Signal wires on met1:
Bar = 20 um. Supply wires on this layer in grey.
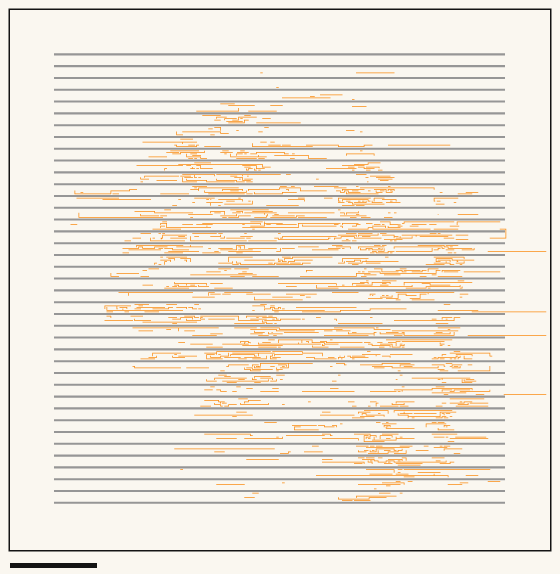
Met2 routing:
Bar = 20 um.
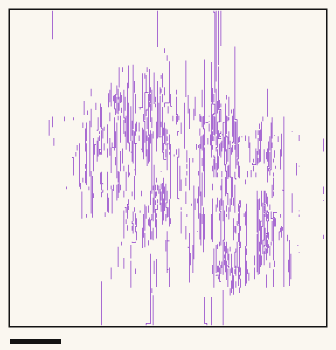
Metal 3:
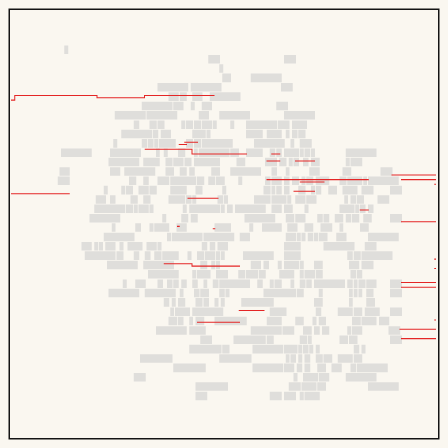
Clock network drawn from the DEF:
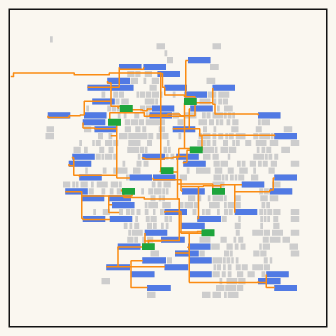
Routing congestion map:
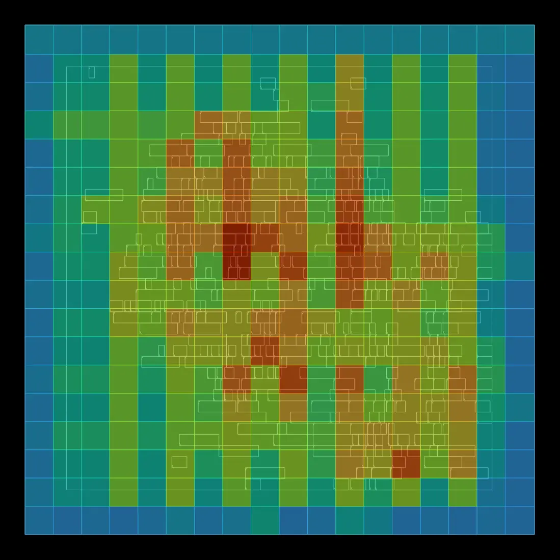
## config.mk

```make
export PLATFORM = sky130hd
export DESIGN_NAME = watch_data_gen
export DESIGN_NICKNAME = d
export VERILOG_FILES = /design/src/rtl/watch_data_gen_pkg.sv /design/src/rtl/watch_data_gen_key_debounce.sv /design/src/rtl/watch_data_gen.sv
export SDC_FILE = /design/constraint.sdc
export NUM_CORES = 1
export LEC_CHECK = 0
export CAP_MARGIN = 20
export CORE_MARGIN = 10
export CORE_UTILIZATION = 32
export CTS_CLUSTER_DIAMETER = 200
export DETAILED_ROUTE_END_ITERATION = 16
export REMOVE_ABC_BUFFERS = 1
export SLEW_MARGIN = 0
export SYNTH_ARGS = -nofsm -noshare
export SYNTH_HDL_FRONTEND = slang
export SYNTH_SLANG_ARGS = --single-unit
export TNS_END_PERCENT = 50
```

## constraint.sdc

```tcl
create_clock -name clk -period 5.9 [get_ports clk]
set_input_delay 0.59 -clock clk [delete_from_list [all_inputs] [get_ports clk]]
set_output_delay 0.59 -clock clk [all_outputs]
set_load 0.02 [all_outputs]
```

## src/rtl/watch_data_gen_pkg.sv

```systemverilog
// watch_data_gen_pkg
// Shared definitions for the digital watch: mode encodings as seen on
// state_flag, time-field limits, BCD digit width and two-digit BCD helpers.
// No ports (package).
package watch_data_gen_pkg;

  localparam int DIGIT_W  = 4;
  localparam int HOUR_MAX = 23;
  localparam int MIN_MAX  = 59;
  localparam int SEC_MAX  = 59;

  typedef enum logic [2:0] {
    RUN        = 3'd0,
    SET_HOUR   = 3'd1,
    SET_MINUTE = 3'd2
  } mode_e;

  // Two-digit BCD encoding of a small integer (0..99).
  function automatic logic [7:0] to_bcd(input int v);
    return {4'(v / 10), 4'(v % 10)};
  endfunction

  // Two-digit BCD increment that wraps from max back to 00.
  function automatic logic [7:0] bcd_up(input logic [7:0] v, input int max);
    if (v == to_bcd(max)) return 8'h00;
    if (v[3:0] == 4'd9)   return {v[7:4] + 4'd1, 4'd0};
    return {v[7:4], v[3:0] + 4'd1};
  endfunction

  // Two-digit BCD decrement that wraps from 00 up to max.
  function automatic logic [7:0] bcd_down(input logic [7:0] v, input int max);
    if (v == 8'h00)       return to_bcd(max);
    if (v[3:0] == 4'd0)   return {v[7:4] - 4'd1, 4'd9};
    return {v[7:4], v[3:0] - 4'd1};
  endfunction

endpackage

```

## src/rtl/watch_data_gen_key_debounce.sv

```systemverilog
// key_debounce
// Conditions one active-low raw push button: two-flop synchroniser, an
// optional stability filter, and a one-cycle pulse on the filtered
// high-to-low transition (so a held key yields exactly one pulse).
// Build option: WATCH_KEY_DEBOUNCE_EN enables the stability filter
// (parameter STABLE_CYC exists only in that build).
// Ports:
//   clk   - system clock, rising edge
//   rst   - asynchronous active-high reset
//   key   - raw active-low button
//   press - one-cycle press pulse
module key_debounce
`ifdef WATCH_KEY_DEBOUNCE_EN
#(
  parameter int STABLE_CYC = 2
)
`endif
(
  input  logic clk,
  input  logic rst,
  input  logic key,
  output logic press
);

  logic sync1;
  logic sync2;
  logic filt;
  logic filt_prev;

  // Released level (1) is the reset state so no pulse fires out of reset.
  always_ff @(posedge clk or posedge rst) begin
    if (rst) begin
      sync1 <= 1'b1;
      sync2 <= 1'b1;
    end else begin
      sync1 <= key;
      sync2 <= sync1;
    end
  end

`ifdef WATCH_KEY_DEBOUNCE_EN
  localparam int CNT_W = (STABLE_CYC > 1) ? $clog2(STABLE_CYC) : 1;

  logic [CNT_W-1:0] cnt;

  // The counter runs only while the synchronised level disagrees with the
  // accepted level; any return to agreement restarts the window, so glitches
  // shorter than STABLE_CYC cycles never reach filt.
  always_ff @(posedge clk or posedge rst) begin
    if (rst) begin
      cnt  <= '0;
      filt <= 1'b1;
    end else if (sync2 == filt) begin
      cnt  <= '0;
    end else if (cnt == CNT_W'(STABLE_CYC - 1)) begin
      cnt  <= '0;
      filt <= sync2;
    end else begin
      cnt  <= cnt + 1'b1;
    end
  end
`else
  assign filt = sync2;
`endif

  always_ff @(posedge clk or posedge rst) begin
    if (rst) filt_prev <= 1'b1;
    else     filt_prev <= filt;
  end

  assign press = filt_prev & ~filt;

endmodule

```

## src/rtl/watch_data_gen.sv

```systemverilog
// watch_data_gen
// 24-hour HH:MM watch with hidden seconds, a 1 Hz blinking LED and three
// buttons (mode / increment / decrement) for setting hours and minutes.
// Build option: WATCH_KEY_DEBOUNCE_EN adds a CLK_FRE/50-cycle (20 ms)
// stability filter on each key; the port list is the same either way.
// Ports:
//   clk          - system clock, rising edge
//   rst          - asynchronous active-high reset
//   key[2:0]     - active-low buttons: [0] mode, [1] increment, [2] decrement
//   hour_h_o     - hours tens digit (BCD)
//   hour_l_o     - hours units digit (BCD)
//   minutes_h_o  - minutes tens digit (BCD)
//   minutes_l_o  - minutes units digit (BCD)
//   second_led   - 1 Hz square wave, 50% duty
//   state_flag   - current mode: 0 RUN, 1 SET_HOUR, 2 SET_MINUTE
module watch_data_gen
  import watch_data_gen_pkg::*;
#(
  parameter int CLK_FRE = 12_000_000
) (
  input  logic               clk,
  input  logic               rst,
  input  logic [2:0]         key,
  output logic [DIGIT_W-1:0] hour_h_o,
  output logic [DIGIT_W-1:0] hour_l_o,
  output logic [DIGIT_W-1:0] minutes_h_o,
  output logic [DIGIT_W-1:0] minutes_l_o,
  output logic               second_led,
  output logic [2:0]         state_flag
);

  localparam int PRE_W = $clog2(CLK_FRE);

  logic [PRE_W-1:0] pre_cnt;
  logic             tick;
  logic [2:0]       press;
  logic             mode_p;
  logic             inc_p;
  logic             dec_p;

  mode_e            mode_q, mode_nxt;
  logic [7:0]       hours_q, hours_nxt;
  logic [7:0]       mins_q, mins_nxt;
  logic [5:0]       sec_q, sec_nxt;

  // Key conditioning
  for (genvar i = 0; i < 3; i++) begin : g_key
`ifdef WATCH_KEY_DEBOUNCE_EN
    localparam int DB_CYC = (CLK_FRE / 50 > 0) ? CLK_FRE / 50 : 1;
    key_debounce #(.STABLE_CYC(DB_CYC)) u_key (
      .clk   (clk),
      .rst   (rst),
      .key   (key[i]),
      .press (press[i])
    );
`else
    key_debounce u_key (
      .clk   (clk),
      .rst   (rst),
      .key   (key[i]),
      .press (press[i])
    );
`endif
  end

  assign mode_p = press[0];
  assign inc_p  = press[1];
  assign dec_p  = press[2];

  // Prescaler and 1 Hz LED: free-running in every mode
  assign tick = (pre_cnt == PRE_W'(CLK_FRE - 1));

  always_ff @(posedge clk or posedge rst) begin
    if (rst) begin
      pre_cnt    <= '0;
      second_led <= 1'b0;
    end else begin
      pre_cnt <= tick ? '0 : pre_cnt + 1'b1;
      if (tick || pre_cnt == PRE_W'(CLK_FRE / 2 - 1))
        second_led <= ~second_led;
    end
  end

  // Mode FSM and time update
  always_comb begin
    mode_nxt  = mode_q;
    hours_nxt = hours_q;
    mins_nxt  = mins_q;
    sec_nxt   = sec_q;
    case (mode_q)
      RUN: begin
        if (mode_p) mode_nxt = SET_HOUR;
        // The tick still lands on the edge that leaves RUN; freezing starts
        // from the next cycle. Edit keys are ignored here.
        if (tick) begin
          if (sec_q == 6'(SEC_MAX)) begin
            sec_nxt  = '0;
            mins_nxt = bcd_up(mins_q, MIN_MAX);
            if (mins_q == to_bcd(MIN_MAX))
              hours_nxt = bcd_up(hours_q, HOUR_MAX);
          end else begin
            sec_nxt = sec_q + 6'd1;
          end
        end
      end
      SET_HOUR: begin
        if (mode_p)              mode_nxt  = SET_MINUTE;
        else if (inc_p && !dec_p) hours_nxt = bcd_up(hours_q, HOUR_MAX);
        else if (dec_p && !inc_p) hours_nxt = bcd_down(hours_q, HOUR_MAX);
      end
      SET_MINUTE: begin
        // Minute edits wrap within the field and never touch hours.
        if (mode_p) begin
          mode_nxt = RUN;
          sec_nxt  = '0;
        end else if (inc_p && !dec_p) begin
          mins_nxt = bcd_up(mins_q, MIN_MAX);
        end else if (dec_p && !inc_p) begin
          mins_nxt = bcd_down(mins_q, MIN_MAX);
        end
      end
      default: mode_nxt = RUN;
    endcase
  end

  always_ff @(posedge clk or posedge rst) begin
    if (rst) begin
      mode_q  <= RUN;
      hours_q <= 8'h00;
      mins_q  <= 8'h00;
      sec_q   <= '0;
    end else begin
      mode_q  <= mode_nxt;
      hours_q <= hours_nxt;
      mins_q  <= mins_nxt;
      sec_q   <= sec_nxt;
    end
  end

  assign hour_h_o    = hours_q[7:4];
  assign hour_l_o    = hours_q[3:0];
  assign minutes_h_o = mins_q[7:4];
  assign minutes_l_o = mins_q[3:0];
  assign state_flag  = mode_q;

endmodule

```

==> impl.org <==
#+TITLE: Flow metrics

** Placement
- Port buffer count :: 23
- Counting tap cells, the placed design contains a total of 525 instances.
- Per the gpl log, the routability congestion estimate is 0.8648.

** Die
- Die Y-Extent :: 124.5 um
- Total Die Area :: 15490 um2
- After floorplanning, the core was sized to cover 10750 um2.
- In the floorplan report the effective utilization is 0.3250.
- Die x size :: 124.5 um

** Synthesis
- Of the combinational cells, the family taking the most area is simple AND/OR/NAND/NOR gates.
- Of the synthesized area, sequential elements account for 0.4188.
- Post-synth regs :: 58
- After synthesis, the share of flip-flops with an asynchronous set or reset is 1.000.
- Cell type with the largest total area after synthesis :: dfrtp_1
- For this run, the number of Yosys warnings is 0.
- Cell area after synthesis :: 3492 um2
- Synthesized area divided by synthesized cell count :: 9.362 um2
- Synth top cell by count :: dfrtp_1
- Top-area cell type share of the netlist area :: 0.3511
- Largest cells by area :: dfrtp_1, dfstp_2, ha_1
- In this run, the synthesized area fraction spent on AND-OR/OR-AND gates is recorded as 0.1491.
- Most used flip-flop cell after synthesis :: dfrtp_1
- Per the synthesis report, the simple-gate share of the synthesized area is 0.2730.
- Most used standard cells in the synthesized netlist :: dfrtp_1, nor2_1, nand2_1
- The post-synth count of flops with an enable pin is 0.

** STA
- Tightest slew margin relative to the limit :: 0.4145
- Final setup TNS :: 0 ps
- Actual slew at the worst max-slew pin :: 875.0 ps
- Between clock sinks in the finished design, the worst skew comes to 9.399 ps.
- Final Hold Violation Tally :: 0
- The final timing report lists a max-slew violation count of 0.

** Pwr
- Per the OpenROAD power report, switching power amounts to 0.5168 mW.
- Maximum resistive drop on vdd :: 0.0001460 V
- Net switching share of the total power :: 0.3847
- Per report_power, the top consumer among the power groups is sequential cells.

** Worst setup path
- The launch point of the critical path was reported as g_key[1].u_key.filt.
- The arrival time of data at the worst endpoint is listed as 2830 ps.
- Setup slack on the worst flop-to-flop path :: 3310 ps
- For this run, the slowest stage of the critical path takes 550 ps.
- Worst Setup Start Kind :: flip-flop
- Among all stages on the critical path, the largest delay is contributed by or3b_2.
- Crit path top cell by count :: nand2b_1
- Register-to-Register Path Depth :: 8
- Max fanout on the critical path was recorded as 8.
- The STA report counts the stages on the worst setup path as 8.
- The capture point of the worst register-to-register path is recorded as hours_q[7].
- The most critical setup path has its endpoint at hours_q[7].
- Traced cell by cell, the critical path runs through nand2b_1 -> inv_1 -> ha_1 -> or3b_2 -> nor3_1 -> nand2b_1 -> and3_1 -> a211oi_1.

** Clock network
- The H-tree was split into 3 levels.
- Post_cts resized :: 0
- TritonCTS clock tree :: yes
- Post-CTS setup buffer count :: 0
- Reg clk slew, reported paths :: 70 ps
- CTS reports a maximum clock tree buffer depth of 2.

** GRT
- The number of global-route vias before repair was 2861.
- Maximum number of pins on one net before global-route repair :: 59
- First-pass GRT wire length :: 13790 um

** Layout
- The flow measured a signed area growth from synthesis to layout of 15.37%.
- Reg with most FFs :: pre_cnt
- FF+latch area :: 1463 um2
- Excluding fillers, the count of instances in the completed layout stands at 541.
- The largest registers in the layout are pre_cnt (24), hours_q (8), mins_q (8).
- The register with the most flip-flops in the layout has 24 of them.
- Inserted Diodes :: 0
- Fin area :: 4029 um2

** Status
- Run status :: completed

** Min path
- Path category of the worst min-delay check :: reg2reg

** Routing
- DRT iter0 DRCs :: 178
- Number of nets with antenna violations after detailed routing :: 0
## Picture notes: 'signal wires on met1'
main direction: horizontal
wire length on this layer: 3670 um
share of all routed wire: 47%
longest straight run: 30.4 um
nets with wire on the layer: 372
wirelength, routed: 7825 um
met1 GRT Util: 0.1251

## Picture notes: 'met2 routing'
longest straight run: 67.0 um
share of all routed wire: 48%
fraction of met2 tracks used by global routing: 0.1690
Vias: 2821

## Picture notes: 'metal 3'
longest straight run: 29.4 um
main direction: horizontal
wire length on this layer: 296 um
GR Layer Usage met3: 0.03064

## Picture notes: 'clock network drawn from the DEF'
legend:
  green:
    item: cells driving clock nets
    count: 9
  blue:
    item: flip-flops
    count: 58
  orange:
    item: clock wires
    length: 945 um
routed clock nets: 10
total clock network power: 0.331 mW
latest clock arrival within the worst-skew pair: 330 ps
clock share of power: 0.247

## Picture notes: 'routing congestion map'
grt peak-use layer: met2
Routed wire per std cell: 14.46 um
combined global-route utilization of all metal layers: 0.1033
Core Util, Final: 0.3749

[cells in the final DEF, fill, tap and decap left out, types with 2 or more instances in the layout]
master	instances
dfrtp_1	49
nor2_1	35
nand2_1	31
clkdlybuf4s50_1	23
o21ai_0	22
ha_1	18
inv_1	17
a21oi_1	15
nor3_1	11
nand4_1	11
nand3_1	11
and3_1	11
xnor2_1	11
clkbuf_8	11
dfstp_2	9
nand2b_1	7
o31ai_1	7
xor2_1	7
nor3b_1	6
o22ai_1	6
nor2b_1	5
or3b_2	5
nand3b_1	5
a22oi_1	4
mux2i_1	4
nor4_1	3
a211oi_1	3
and2_1	3
or3_1	3
o211ai_1	3
clkinv_2	3
nand4bb_1	2
or4b_4	2
nor4_4	2
o221ai_1	2
a31oi_1	2
o32a_1	2
clkbuf_1	2
[cells by family (layout without fill, tap and decap cells)]
family          Yosys count  count (layout)
fa+ha+maj                18              18
compound gates           79              79
simple gates            164             164
flops                    58              58
other cells               1               1
xor+xnor                 18              18
buf+inv                  30              58
mux                       5               5
[routing by layer]
layer	vias up	GRT usage	share of wire
li1	1408	-	-
met1	1366	0.1251	0.47
met2	40	0.1690	0.48
met3	7	0.03064	0.038
met4	0	0.03770	0.010
met5	-	0	0
[metrics by stage]
stage	power, mW	util	setup slack [ps]
finish	1.343	0.3749	3311
global route	1.445	0.3749	3061
CTS	1.360	0.3749	3301
detailed placement	1.020	0.3588	3317
global placement	1.013	0.3588	3416
floorplan	0.8481	-	3569
[cell type report]
class / count / area share
multi-input combinational: 285 / 0.4745
sequential: 58 / 0.3630
timing repair buffer: 24 / 0.05901
tap: 140 / 0.04348
clock buffer: 13 / 0.03944
inverter: 18 / 0.01677
clock inverter: 3 / 0.003727
Power is estimated from default activity; no workload was simulated.
